==> config.mk <==
export PLATFORM = sky130hd
export DESIGN_NAME = hazard_ctrl
export DESIGN_NICKNAME = d
export VERILOG_FILES = /design/src/rtl/pipe_ctrl_pkg.sv /design/src/rtl/hazard_ctrl_sat_counter.sv /design/src/rtl/hazard_ctrl.sv
export SDC_FILE = /design/constraint.sdc
export NUM_CORES = 1
export LEC_CHECK = 0
export ABC_AREA = 1
export CAP_MARGIN = 0
export CORE_UTILIZATION = 45
export DETAILED_ROUTE_END_ITERATION = 10
export GPL_ROUTABILITY_DRIVEN = 0
export GPL_TIMING_DRIVEN = 0
export PLACE_DENSITY_LB_ADDON = 0.3
export SLEW_MARGIN = 20
export SYNTH_ARGS = -nofsm -noshare
export SYNTH_HDL_FRONTEND = slang
export SYNTH_SLANG_ARGS = --single-unit
==> constraint.sdc <==
create_clock -name clk -period 1.95 [get_ports clk]
set_clock_uncertainty 0.05 [all_clocks]
set_input_delay 0.2925 -clock clk [delete_from_list [all_inputs] [get_ports clk]]
set_output_delay 0.2925 -clock clk [all_outputs]
set_load 0.03 [all_outputs]
==> src/rtl/pipe_ctrl_pkg.sv <==
// Shared pipeline-control definitions: hazard FSM encodings, "no branch"/"no jump"
// codes and the load-use match helper.
package pipe_ctrl_pkg;

    typedef enum logic [1:0] {
        ST_RUN   = 2'd0,
        ST_LU    = 2'd1,
        ST_REDIR = 2'd2,
        ST_MWAIT = 2'd3
    } hz_state_e;

    localparam logic [2:0] BR_NONE  = 3'b000;
    localparam logic [1:0] J_NONE   = 2'b00;
    localparam logic [4:0] REG_ZERO = 5'd0;

    // A load into r0 never creates a dependency because r0 is hard-wired.
    function automatic logic load_use(
        input logic       ex_memread,
        input logic [4:0] ex_rt,
        input logic [4:0] id_rs,
        input logic [4:0] id_rt,
        input logic       id_uses_rt
    );
        return ex_memread && (ex_rt != REG_ZERO) &&
               ((ex_rt == id_rs) || (id_uses_rt && (ex_rt == id_rt)));
    endfunction

endpackage

==> src/rtl/hazard_ctrl_sat_counter.sv <==
// Event counter that sticks at all-ones instead of wrapping.
module sat_counter #(
    parameter int CNT_W = 32
) (
    input  logic             clk,
    input  logic             rst,
    input  logic             inc,
    output logic [CNT_W-1:0] cnt
);

    logic [CNT_W-1:0] cnt_d;
    logic [CNT_W-1:0] cnt_q;

    // Next count: advance only when not already saturated.
    always_comb begin
        cnt_d = cnt_q;
        if (inc && (cnt_q != {CNT_W{1'b1}})) begin
            cnt_d = cnt_q + {{(CNT_W-1){1'b0}}, 1'b1};
        end else begin
            cnt_d = cnt_q;
        end
    end

    // Count register.
    always_ff @(posedge clk or negedge rst) begin
        if (!rst) begin
            cnt_q <= {CNT_W{1'b0}};
        end else begin
            cnt_q <= cnt_d;
        end
    end

    assign cnt = cnt_q;

endmodule

==> src/rtl/hazard_ctrl.sv <==
// Pipeline hazard controller: load-use stalls, redirect flushes and memory-wait freeze.
// Controls are Mealy outputs of the registered FSM state and are forced low during reset.
module hazard_ctrl
    import pipe_ctrl_pkg::*;
#(
    parameter int CNT_W        = 32,
    parameter int REDIR_CYCLES = 1
) (
    input  logic             clk,
    input  logic             rst,
    input  logic [4:0]       ID_Rs,
    input  logic [4:0]       ID_Rt,
    input  logic             ID_usesRt,
    input  logic [4:0]       Ex_Rt,
    input  logic             Ex_MemRead,
    input  logic [2:0]       Ex_Branch,
    input  logic [1:0]       Ex_jump,
    input  logic             Ex_taken,
    input  logic             dmem_req,
    input  logic             dmem_ready,
    output logic             pc_hold,
    output logic             IF_ID_hold,
    output logic             IF_ID_flush,
    output logic             ID_Ex_flush,
    output logic             ID_Ex_flush2,
    output logic             pipe_freeze,
    output logic             redirect,
    output logic [CNT_W-1:0] stall_cnt,
    output logic [CNT_W-1:0] flush_cnt,
    output logic [1:0]       state
);

    localparam logic [1:0] REDIR_INIT = 2'(REDIR_CYCLES - 1);

    hz_state_e  state_d, state_q;
    logic [1:0] redir_cnt_d, redir_cnt_q;
    logic       lu_s, rd_s, mw_s;
    logic       pc_hold_s, if_id_hold_s, if_id_flush_s;
    logic       id_ex_flush_s, id_ex_flush2_s, pipe_freeze_s, redirect_s;
    logic       stall_inc_s, flush_inc_s;

    assign lu_s = load_use(Ex_MemRead, Ex_Rt, ID_Rs, ID_Rt, ID_usesRt);
    assign rd_s = (Ex_jump != J_NONE) || ((Ex_Branch != BR_NONE) && Ex_taken);
    assign mw_s = dmem_req && !dmem_ready;

    // Next state and controls; priority is memory wait, then redirect, then load-use.
    always_comb begin
        state_d        = state_q;
        redir_cnt_d    = redir_cnt_q;
        pc_hold_s      = 1'b0;
        if_id_hold_s   = 1'b0;
        if_id_flush_s  = 1'b0;
        id_ex_flush_s  = 1'b0;
        id_ex_flush2_s = 1'b0;
        pipe_freeze_s  = 1'b0;
        redirect_s     = 1'b0;
        stall_inc_s    = 1'b0;
        flush_inc_s    = 1'b0;
        if (mw_s) begin
            pipe_freeze_s = 1'b1;
            pc_hold_s     = 1'b1;
            if_id_hold_s  = 1'b1;
            state_d       = ST_MWAIT;
        end else if (rd_s) begin
            redirect_s     = 1'b1;
            if_id_flush_s  = 1'b1;
            id_ex_flush2_s = 1'b1;
            flush_inc_s    = 1'b1;
            redir_cnt_d    = REDIR_INIT;
            state_d        = ST_REDIR;
        end else if (lu_s && (state_q != ST_REDIR)) begin
            pc_hold_s     = 1'b1;
            if_id_hold_s  = 1'b1;
            id_ex_flush_s = 1'b1;
            stall_inc_s   = 1'b1;
            state_d       = ST_LU;
        end else if (state_q == ST_REDIR) begin
            // Wrong-path instruction still in ID: keep squashing it.
            if_id_flush_s = 1'b1;
            if (redir_cnt_q == 2'd0) begin
                state_d = ST_RUN;
            end else begin
                redir_cnt_d = redir_cnt_q - 2'd1;
            end
        end else begin
            state_d = ST_RUN;
        end
    end

    // FSM state register.
    always_ff @(posedge clk or negedge rst) begin
        if (!rst) begin
            state_q     <= ST_RUN;
            redir_cnt_q <= 2'd0;
        end else begin
            state_q     <= state_d;
            redir_cnt_q <= redir_cnt_d;
        end
    end

    sat_counter #(.CNT_W(CNT_W)) u_stall_cnt (
        .clk (clk),
        .rst (rst),
        .inc (stall_inc_s),
        .cnt (stall_cnt)
    );

    sat_counter #(.CNT_W(CNT_W)) u_flush_cnt (
        .clk (clk),
        .rst (rst),
        .inc (flush_inc_s),
        .cnt (flush_cnt)
    );

    assign pc_hold      = rst & pc_hold_s;
    assign IF_ID_hold   = rst & if_id_hold_s;
    assign IF_ID_flush  = rst & if_id_flush_s;
    assign ID_Ex_flush  = rst & id_ex_flush_s;
    assign ID_Ex_flush2 = rst & id_ex_flush2_s;
    assign pipe_freeze  = rst & pipe_freeze_s;
    assign redirect     = rst & redirect_s;
    assign state        = state_q;

endmodule

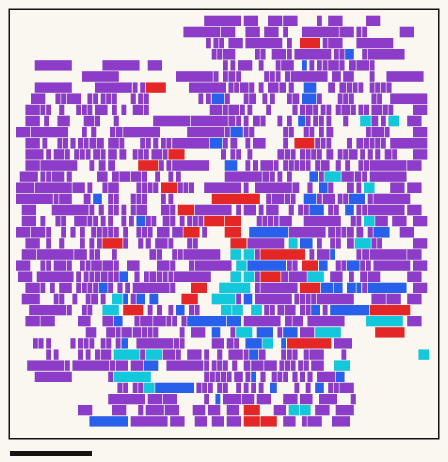
*Cells by drive strength*
The bar under the picture is 20 um long.
size	color	cells	most used
x6 and larger	red	27	buf_6
x1 and smaller	purple	729	nand2_1
x2	blue	56	nor2_2
x3 and x4	cyan	32	buf_4
non-clock buffer count in the final layout: 129
Layout Cell Area excl Fill: 6450 um2
area growth from synthesis to layout: 36.0%
crit path setup slack, layout: 21.6 ps

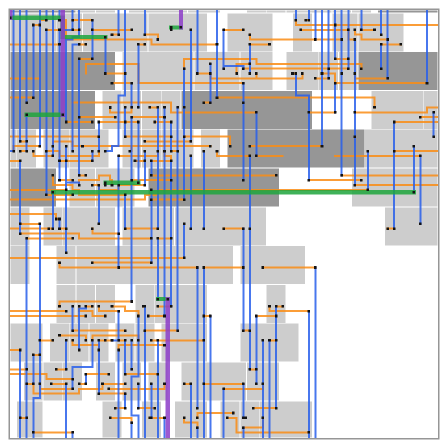
*Layout detail*
Window x 63 to 93, y 11 to 41 um. Cells in gray, sequential cells in the stronger gray; small squares are vias.
layer	color
M4	purple
M3	green
M1	orange
M2	blue
most frequent	inv_1 (12), nand2_1 (11), nor2_1 (8)
netlist names of flops here include	`u_flush_cnt.cnt` (3), `redir_cnt_q` (2)
cells with their middle in the window	74
sequential cells in the window	6

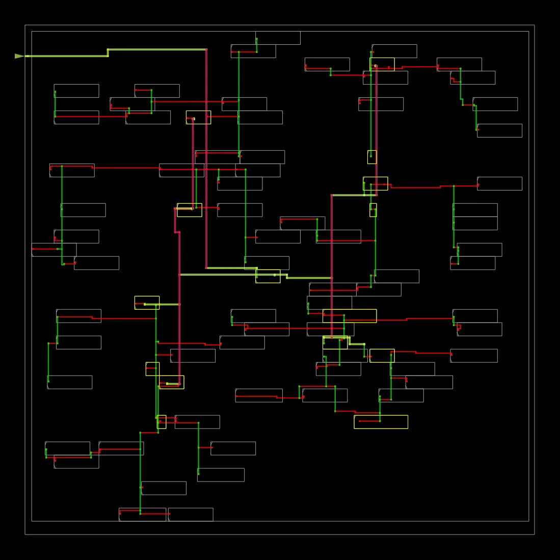
*Clock wiring as the flow saved it*
clock group power: 1.28 mW
clock buffers created by TritonCTS: 9
sinks on the clock net: 68
clock buffers: 10
flop count: 68

==> ci_impl_report.md <==
### Flow metrics

| Metric | Value |
|---|---|
| Outcome | `finished, final reports clean` |
| Gates resized, CTS repair | `63` |
| Worst endpoint required time | `1610 ps` |
| Inverters | `58` |
| Post-Synthesis Net Count | `743` |
| Die outline width | `105 um` |
| Final cycle utilization of the critical path | `0.989` |
| Endpoint type of the worst setup path | `output port` |
| Maximum clock frequency | `519 MHz` |
| Antenna diode instance count | `0` |
| Overall Global Routing Usage | `0.258` |
| Async set-reset flop share out of synthesis | `1.00` |
| Hold-fix buffers at CTS | `3` |
| Post-detailed-placement half-perimeter wirelength | `9980 um` |
| Remaining number of nets flagged by the antenna check after routing | `0` |
| Initial antenna violation count | `0` |
| Count of library flops with an enable pin | `0` |
| Xor-xnor portion of the synthesized cell area | `0.0683` |
| Sequential element share of the synthesized area | `0.359` |
| Top flip-flop cell by instance count after synthesis | `sky130_fd_sc_hd__dfrtp_1` |
| Wire length of the first global-routing pass | `22500 um` |
| Dominant logic cell type in the layout | `sky130_fd_sc_hd__nand2_1` |
| Worst hold path class | `in -> async` |
| Via count of the first global-routing pass | `4923` |
| Initial drt markers | `250` |
| Largest net degree at the start of global routing | `27` |
| Biggest area cells | `sky130_fd_sc_hd__dfrtp_1 (36%), sky130_fd_sc_hd__nand2_1 (27%), sky130_fd_sc_hd__nor2_1 (6.2%), sky130_fd_sc_hd__xor2_1 (5.4%), sky130_fd_sc_hd__inv_1 (4.1%)` |
| Fin crit period | `1930 ps` |
| Post-DR wirelength/cell | `13.9 um` |
| Area enclosed by the die boundary | `11000 um2` |
| Via-to-Cell Ratio | `5.13` |
| Count of state elements after synthesis | `68` |
| Comb power frac | `0.274` |
| Post CTS Setup Buffer Count | `8` |
| Residual DRC | `0` |
| Peak supply drop | `632 uV` |
| Maximum fanout count along the critical path | `3` |
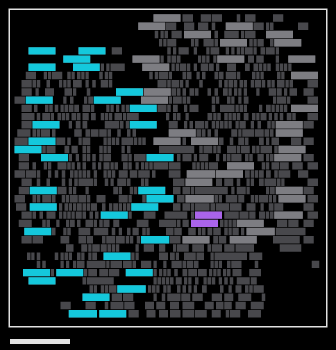
*Sequential cells colored by netlist name*
The bar under the picture is 20 um long. Other sequential cells in the stronger gray, the rest of the logic in the fainter gray.
netlist name	color	sequential cells
`redir_cnt_q`	purple	2
`u_stall_cnt.cnt`	cyan	32
flop share of the area: 0.265
fin util: 0.628

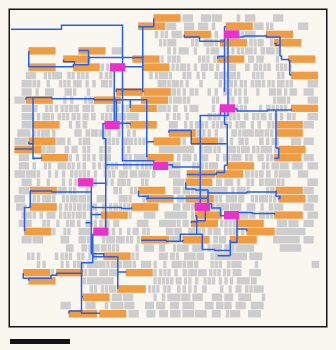
*Clock wires, drivers and flops*
The bar under the picture is 20 um long.
[clock-net drivers] magenta | count: 9
[clock wires] blue | length: 1020 um
[flip-flops] orange | count: 68
routed clock nets	10
flops lie	spread over the die
clk latency late pin: 360 ps
share of power burned in the clock network: 0.316

critical path: stages (launching register included):
cell	delay, ps
sky130_fd_sc_hd__dfrtp_1	410
sky130_fd_sc_hd__nand2_2	110
sky130_fd_sc_hd__nand3_4	90
sky130_fd_sc_hd__nor2_4	120
sky130_fd_sc_hd__nand2_2	90
sky130_fd_sc_hd__a21oi_4	180
sky130_fd_sc_hd__buf_6	120
sky130_fd_sc_hd__buf_6	110
registers in the layout (all words and copies together), names as in the netlist:
register,cells
redir_cnt_q,2
state,2
u_flush_cnt.cnt,32
u_stall_cnt.cnt,32
cells by family after synthesis:
kind of cell	count (synthesis)
AND/OR/NAND/NOR	513
buffers and inverters	71
flip-flops	68
XOR/XNOR	37
AND-OR/OR-AND	21
adder cells (fa/ha/maj)	3
Power and IR drop assume default switching activity.
